## src/rtl/spi_pkg.sv

```systemverilog
// Shared constants and state type for the SPI frame receiver.
// Imported by spi_sync_edge and spi_frame_receiver.
package spi_pkg;

    localparam int SPI_FRAME_BITS  = 32;
    localparam int SPI_SYNC_STAGES = 2;

    typedef enum logic {
        IDLE   = 1'b0,
        ACTIVE = 1'b1
    } spi_rx_state_t;

endpackage

```

## src/rtl/spi_sync_edge.sv

```systemverilog
// N-stage synchronizer with one extra register for rise/fall pulses.
// RESET_VAL sets the idle level of the synced signal.
module spi_sync_edge
    import spi_pkg::*;
#(
    parameter int   STAGES    = SPI_SYNC_STAGES,
    parameter logic RESET_VAL = 1'b0
) (
    input  logic clk,
    input  logic rst_n,
    input  logic d,
    output logic q,
    output logic rise,
    output logic fall
);

    logic [STAGES-1:0] sync_q;
    logic              prev_q;

    always_ff @(posedge clk or negedge rst_n) begin
        if (!rst_n) begin
            sync_q <= {STAGES{RESET_VAL}};
            prev_q <= RESET_VAL;
        end else begin
            sync_q <= {sync_q[STAGES-2:0], d};
            prev_q <= sync_q[STAGES-1];
        end
    end

    assign q    = sync_q[STAGES-1];
    assign rise = q & ~prev_q;
    assign fall = ~q & prev_q;

endmodule

```

## src/rtl/spi_frame_receiver.sv

```systemverilog
// SPI mode-0 peripheral receiver: MSB-first frames to a valid/ready word.
// Define SPI_RX_MISO_EN to echo the last received word on spi_miso.
module spi_frame_receiver
    import spi_pkg::*;
#(
    parameter int FRAME_BITS  = SPI_FRAME_BITS,
    parameter int SYNC_STAGES = SPI_SYNC_STAGES
) (
    input  logic                  clk,
    input  logic                  rst_n,
    input  logic                  spi_clk,
    input  logic                  spi_cs,
    input  logic                  spi_mosi,
    output logic                  spi_miso,
    output logic [FRAME_BITS-1:0] rx_data,
    output logic                  rx_valid,
    input  logic                  rx_ready,
    output logic                  rx_overrun,
    output logic                  frame_err
);

    localparam int             CW   = (FRAME_BITS > 2) ? $clog2(FRAME_BITS) : 1;
    localparam logic [CW-1:0]  LAST = CW'(FRAME_BITS - 1);

    logic sck_s, sck_rise, sck_fall;
    logic cs_s, cs_rise, cs_fall;
    logic [SYNC_STAGES-1:0] mosi_sync;
    logic mosi_s;

    spi_sync_edge #(.STAGES(SYNC_STAGES), .RESET_VAL(1'b0)) u_sck (
        .clk  (clk),
        .rst_n(rst_n),
        .d    (spi_clk),
        .q    (sck_s),
        .rise (sck_rise),
        .fall (sck_fall)
    );

    spi_sync_edge #(.STAGES(SYNC_STAGES), .RESET_VAL(1'b1)) u_cs (
        .clk  (clk),
        .rst_n(rst_n),
        .d    (spi_cs),
        .q    (cs_s),
        .rise (cs_rise),
        .fall (cs_fall)
    );

    always_ff @(posedge clk or negedge rst_n) begin
        if (!rst_n) mosi_sync <= '0;
        else        mosi_sync <= {mosi_sync[SYNC_STAGES-2:0], spi_mosi};
    end

    assign mosi_s = mosi_sync[SYNC_STAGES-1];

    spi_rx_state_t state_q, state_d;

    always_ff @(posedge clk or negedge rst_n) begin
        if (!rst_n) state_q <= IDLE;
        else        state_q <= state_d;
    end

    always_comb begin
        state_d = state_q;
        unique case (state_q)
            IDLE:    if (cs_fall) state_d = ACTIVE;
            ACTIVE:  if (cs_rise) state_d = IDLE;
            default: state_d = IDLE;
        endcase
    end

    logic [FRAME_BITS-1:0] shift_q;
    logic [CW-1:0]         bit_cnt;
    logic                  done_q;
    logic                  abort_q;
    logic                  sample;

    assign sample = (state_q == ACTIVE) && sck_rise;

    // Completion and abort are registered one cycle before they act
    always_ff @(posedge clk or negedge rst_n) begin
        if (!rst_n) begin
            shift_q <= '0;
            bit_cnt <= '0;
            done_q  <= 1'b0;
            abort_q <= 1'b0;
        end else begin
            done_q  <= sample && (bit_cnt == LAST);
            abort_q <= (state_q == ACTIVE) && cs_rise && (bit_cnt != '0);
            if ((state_q == IDLE) && cs_fall) begin
                bit_cnt <= '0;
            end else if (sample) begin
                shift_q <= {shift_q[FRAME_BITS-2:0], mosi_s};
                bit_cnt <= (bit_cnt == LAST) ? '0 : bit_cnt + CW'(1);
            end
        end
    end

    always_ff @(posedge clk or negedge rst_n) begin
        if (!rst_n) begin
            rx_data    <= '0;
            rx_valid   <= 1'b0;
            rx_overrun <= 1'b0;
            frame_err  <= 1'b0;
        end else begin
            frame_err <= abort_q;
            if (done_q) begin
                if (!rx_valid || rx_ready) begin
                    rx_data  <= shift_q;
                    rx_valid <= 1'b1;
                end else begin
                    rx_overrun <= 1'b1;
                end
            end else if (rx_valid && rx_ready) begin
                rx_valid <= 1'b0;
            end
        end
    end

`ifdef SPI_RX_MISO_EN
    logic [FRAME_BITS-1:0] tx_q;

    always_ff @(posedge clk or negedge rst_n) begin
        if (!rst_n) begin
            tx_q <= '0;
        end else if ((state_q == IDLE) && cs_fall) begin
            tx_q <= rx_data;
        end else if ((state_q == ACTIVE) && sck_fall) begin
            tx_q <= {tx_q[FRAME_BITS-2:0], 1'b0};
        end
    end

    assign spi_miso = (state_q == ACTIVE) ? tx_q[FRAME_BITS-1] : 1'b0;

    logic unused_sync;
    assign unused_sync = sck_s ^ cs_s;
`else
    assign spi_miso = 1'b0;

    logic unused_sync;
    assign unused_sync = sck_s ^ cs_s ^ sck_fall;
`endif

endmodule

```

## config.mk

```make
export PLATFORM = sky130hd
export DESIGN_NAME = spi_frame_receiver
export DESIGN_NICKNAME = d
export VERILOG_FILES = /design/src/rtl/spi_pkg.sv /design/src/rtl/spi_sync_edge.sv /design/src/rtl/spi_frame_receiver.sv
export SDC_FILE = /design/constraint.sdc
export NUM_CORES = 1
export LEC_CHECK = 0
export CORE_MARGIN = 2
export CORE_UTILIZATION = 40
export DETAILED_ROUTE_END_ITERATION = 7
export DONT_BUFFER_PORTS = 1
export PLACE_DENSITY_LB_ADDON = 0.1
export SYNTH_ARGS = -nofsm -noshare
export SYNTH_HDL_FRONTEND = slang
export SYNTH_SLANG_ARGS = --single-unit
```

## constraint.sdc

```tcl
create_clock -name clk -period 3.25 [get_ports clk]
set_input_delay 0.4875 -clock clk [delete_from_list [all_inputs] [get_ports clk]]
set_output_delay 0.4875 -clock clk [all_outputs]
set_load 0.1 [all_outputs]
```

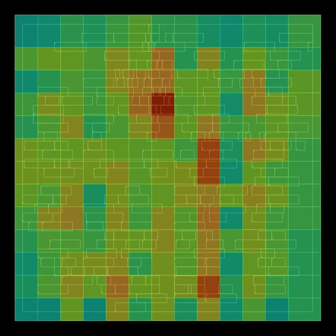
congestion_map.png
overall fraction of global-route tracks in use: 0.1288
M1 GR Usage: 0.1626

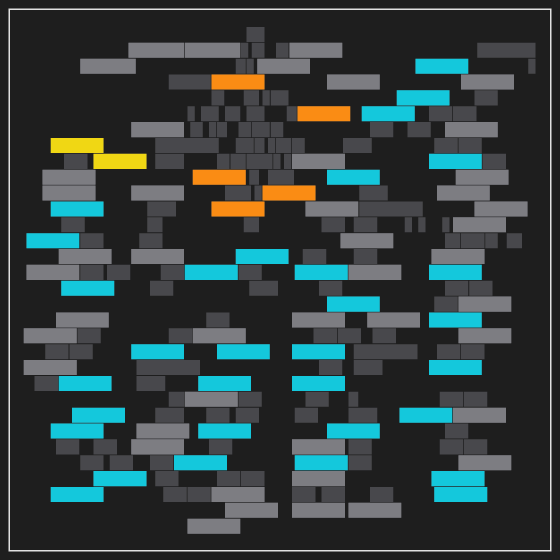
ff_map.png
| colour | name in the netlist | placed flops |
|---|---|---|
| cyan | `shift_q` | 32 |
| orange | `bit_cnt` | 5 |
| yellow | `u_sck.sync_q` | 2 |
not coloured: 44
power of the sequential group: 0.00119 W
total area of sequential cells: 0.002081 mm^2
Final Util: 0.4594
sequential cell area share: 0.5922

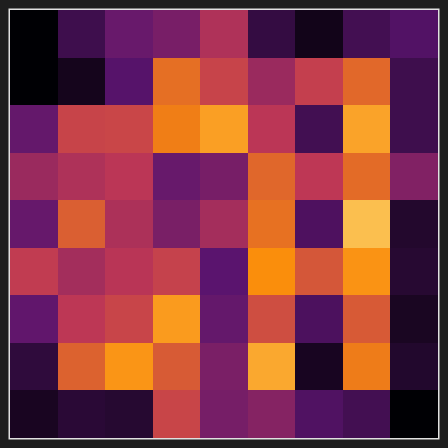
util_map.png
The die is cut into 9 by 9 equal tiles; black is low, pale yellow is high, 0 to 100% covered.
fullest tile: 86%
mean over tiles: 40%
tiles over 75% full: 9.9%
nearly empty tiles: 3.7%
core footprint: 0.007647 mm^2
floorplan core density: 0.4105

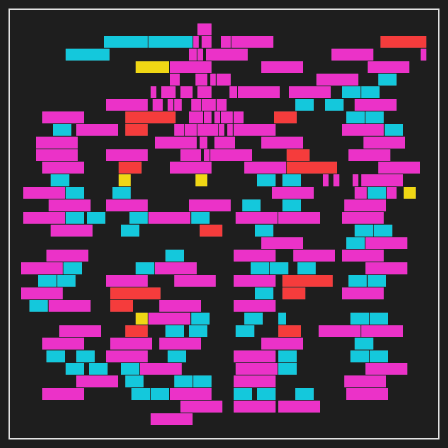
sizing.png
| colour | size | cells |
|---|---|---|
| magenta | x1 and smaller | 121 |
| red | x6 and larger | 14 |
| cyan | x2 | 68 |
| yellow | x3 and x4 | 5 |
Area Growth Syn to Fin: 11.92%
crit path setup slack, layout: 1.419 ns

==> out/results.ini <==
[cells_and_area]
fin_nets = 212

[hold_path]
worst_hold_path_type = input port to async pin

[setup_path]
regToRegEndpoint = bit_cnt[3]$_DFFE_PN0P_
timing.critical_path.slowest_cell_delay_ns = 0.63
cp.arrival_ns = 2.11
cp_num_cells = 3
cp_max_fo = 36
r2r.worst_path.cells = 3
start_kind = register
crit_type = register to register
endpoint = bit_cnt[3]$_DFFE_PN0P_
crit_chain = nand3b_4 > or4_1 > nand3_1

[final_timing]
grt_setup_unrepaired = false
final.setup_skew_ns = 0.008008
tightest_slew_ns = 0.9406
timing.final.hold_violations = 0
setup_viol_count_final = 0
number_of_pins_exceeding_their_max_slew_limit_in_the_final_report = 0

[global_routing]
maximum_number_of_pins_on_one_net_before_global_route_repair = 84
antenna_found_initial = 0

[cts]
cts_post_setup_buffers_inserted = 0
h-tree-depth = 3
clock_sink_count = 83
clkSlewWorstSetupHoldPaths_ns = 0.08

[place]
place_congestion = 0.8285
dp_hpwl_mm = 3.172
placed_cells = 293

[yosys]
synth-seq-cells = 83
top_post_synthesis_cells_by_area = sky130_fd_sc_hd__dfrtp_1, sky130_fd_sc_hd__mux2_2, sky130_fd_sc_hd__dfstp_2
yosysUniqueCellTypes = 30
synthArstFlopShare = 1.000
yosysChipArea_mm2 = 0.003139

[routing]
num_vias = 1549
detail_route.vias_per_cell = 4.997
drt-initial-drc-count = 28
residual_antenna_violating_net_count_after_detailed_routing = 0
drcViolationCount = 0

[run_status]
outcome = finished clean

[flow_run]
number_of_warnings_in_the_stage_logs = 27

[pwr]
vdd_drop_max_mv = 0.2984
powerDensity_mw_per_mm2 = 651.2

[die]
io_pins = 42

## worst min-delay path by stage
stage | startpoint | depth (start not counted) | endpoint | slack (ns)
finish | rst_n | 1 | rx_data[19]$_DFFE_PN0P_ | 0.04
global route | rst_n | 1 | rx_data[19]$_DFFE_PN0P_ | 0.06
CTS | rst_n | 1 | rx_data[19]$_DFFE_PN0P_ | 0.04
detailed placement | rst_n | 0 | rx_data[19]$_DFFE_PN0P_ | 0.19
global placement | rst_n | 0 | shift_q[19]$_DFFE_PN0P_ | 0.19
floorplan | rst_n | 0 | abort_q$_DFF_PN0_ | 0.19
## metrics by stage
step	hold WS (ns)	instance area [um^2]
final	0.03703	3513
after global routing	0.06246	3513
after CTS	0.04035	3513
after detailed placement	0.1936	3222
after global placement	0.1947	3222
after floorplan	0.1919	3139
## worst reg2reg max path, cell delays in order (launching register included)
cell	delay, ns
sky130_fd_sc_hd__dfrtp_1	0.57
sky130_fd_sc_hd__nand3b_4	0.48
sky130_fd_sc_hd__or4_1	0.64
sky130_fd_sc_hd__nand3_1	0.09
## power breakdown
group          total, W  internal (W)  switching, W  leakage (nW)
combinational  0.000156     0.0000841     0.0000715         0.532
sequential      0.00119       0.00111     0.0000806          1.12
clock          0.000939      0.000586      0.000352         0.125
total           0.00229       0.00178      0.000505          1.77
## kinds of logic after synthesis
family	after synthesis	share of synthesized area
muxes	64	0.2296
DFF	83	0.6628
AOI/OAI and AO/OA	8	0.01993
and+or+nand+nor	24	0.04823
other	1	0.001195
adders and majority gates	3	0.01196
buffers and inverters	14	0.02630
## cells in the final DEF, fill, tap and decap left out, drive strengths merged
master and instances:
dfrtp 80, mux2 64, clkbuf 9, inv 6, nand2 4, bufinv 4, nor2b 3, nand3 3
ha 3, dfstp 3, buf 3, nand2b 2, nor4b 2, nor2 2, a22o 2, nand4 2
clkinvlp 2, nand3b 2, and3 1, o21ai 1, and2 1, o21a 1, o21bai 1, a2bb2oi 1
or4 1, o311ai 1, nor3 1, a21o 1, conb 1, clkinv 1
## state kept, by name (all words and copies together), names as in the netlist
name and count:
rx_data 32, shift_q 32, bit_cnt 5, mosi_sync 2, u_cs.sync_q 2, u_sck.sync_q 2, abort_q 1, done_q 1
frame_err 1, rx_overrun 1, rx_valid 1, state_q 1, u_cs.prev_q 1, u_sck.prev_q 1
## per-layer routing
layer,vias to the layer above,global-route usage,share of wire
li1,697,-,-
met4,0,0.06468,0.018
met5,-,0,0
met2,41,0.2013,0.49
met3,8,0.03906,0.065
met1,803,0.1626,0.43
## layout make-up
cell class                      instances  area (um^2)  share of cell area
Sequential cell                        83         2081              0.5922
Clock inverter                          7        140.1             0.03989
Multi-Input combinational cell        100        975.9              0.2778
Timing Repair Buffer                    3        42.54             0.01211
Tap cell                              102        127.6             0.03632
Clock buffer                            9        123.9             0.03526
Inverter                                6        22.52            0.006410
Power is estimated from default activity; no workload was simulated.
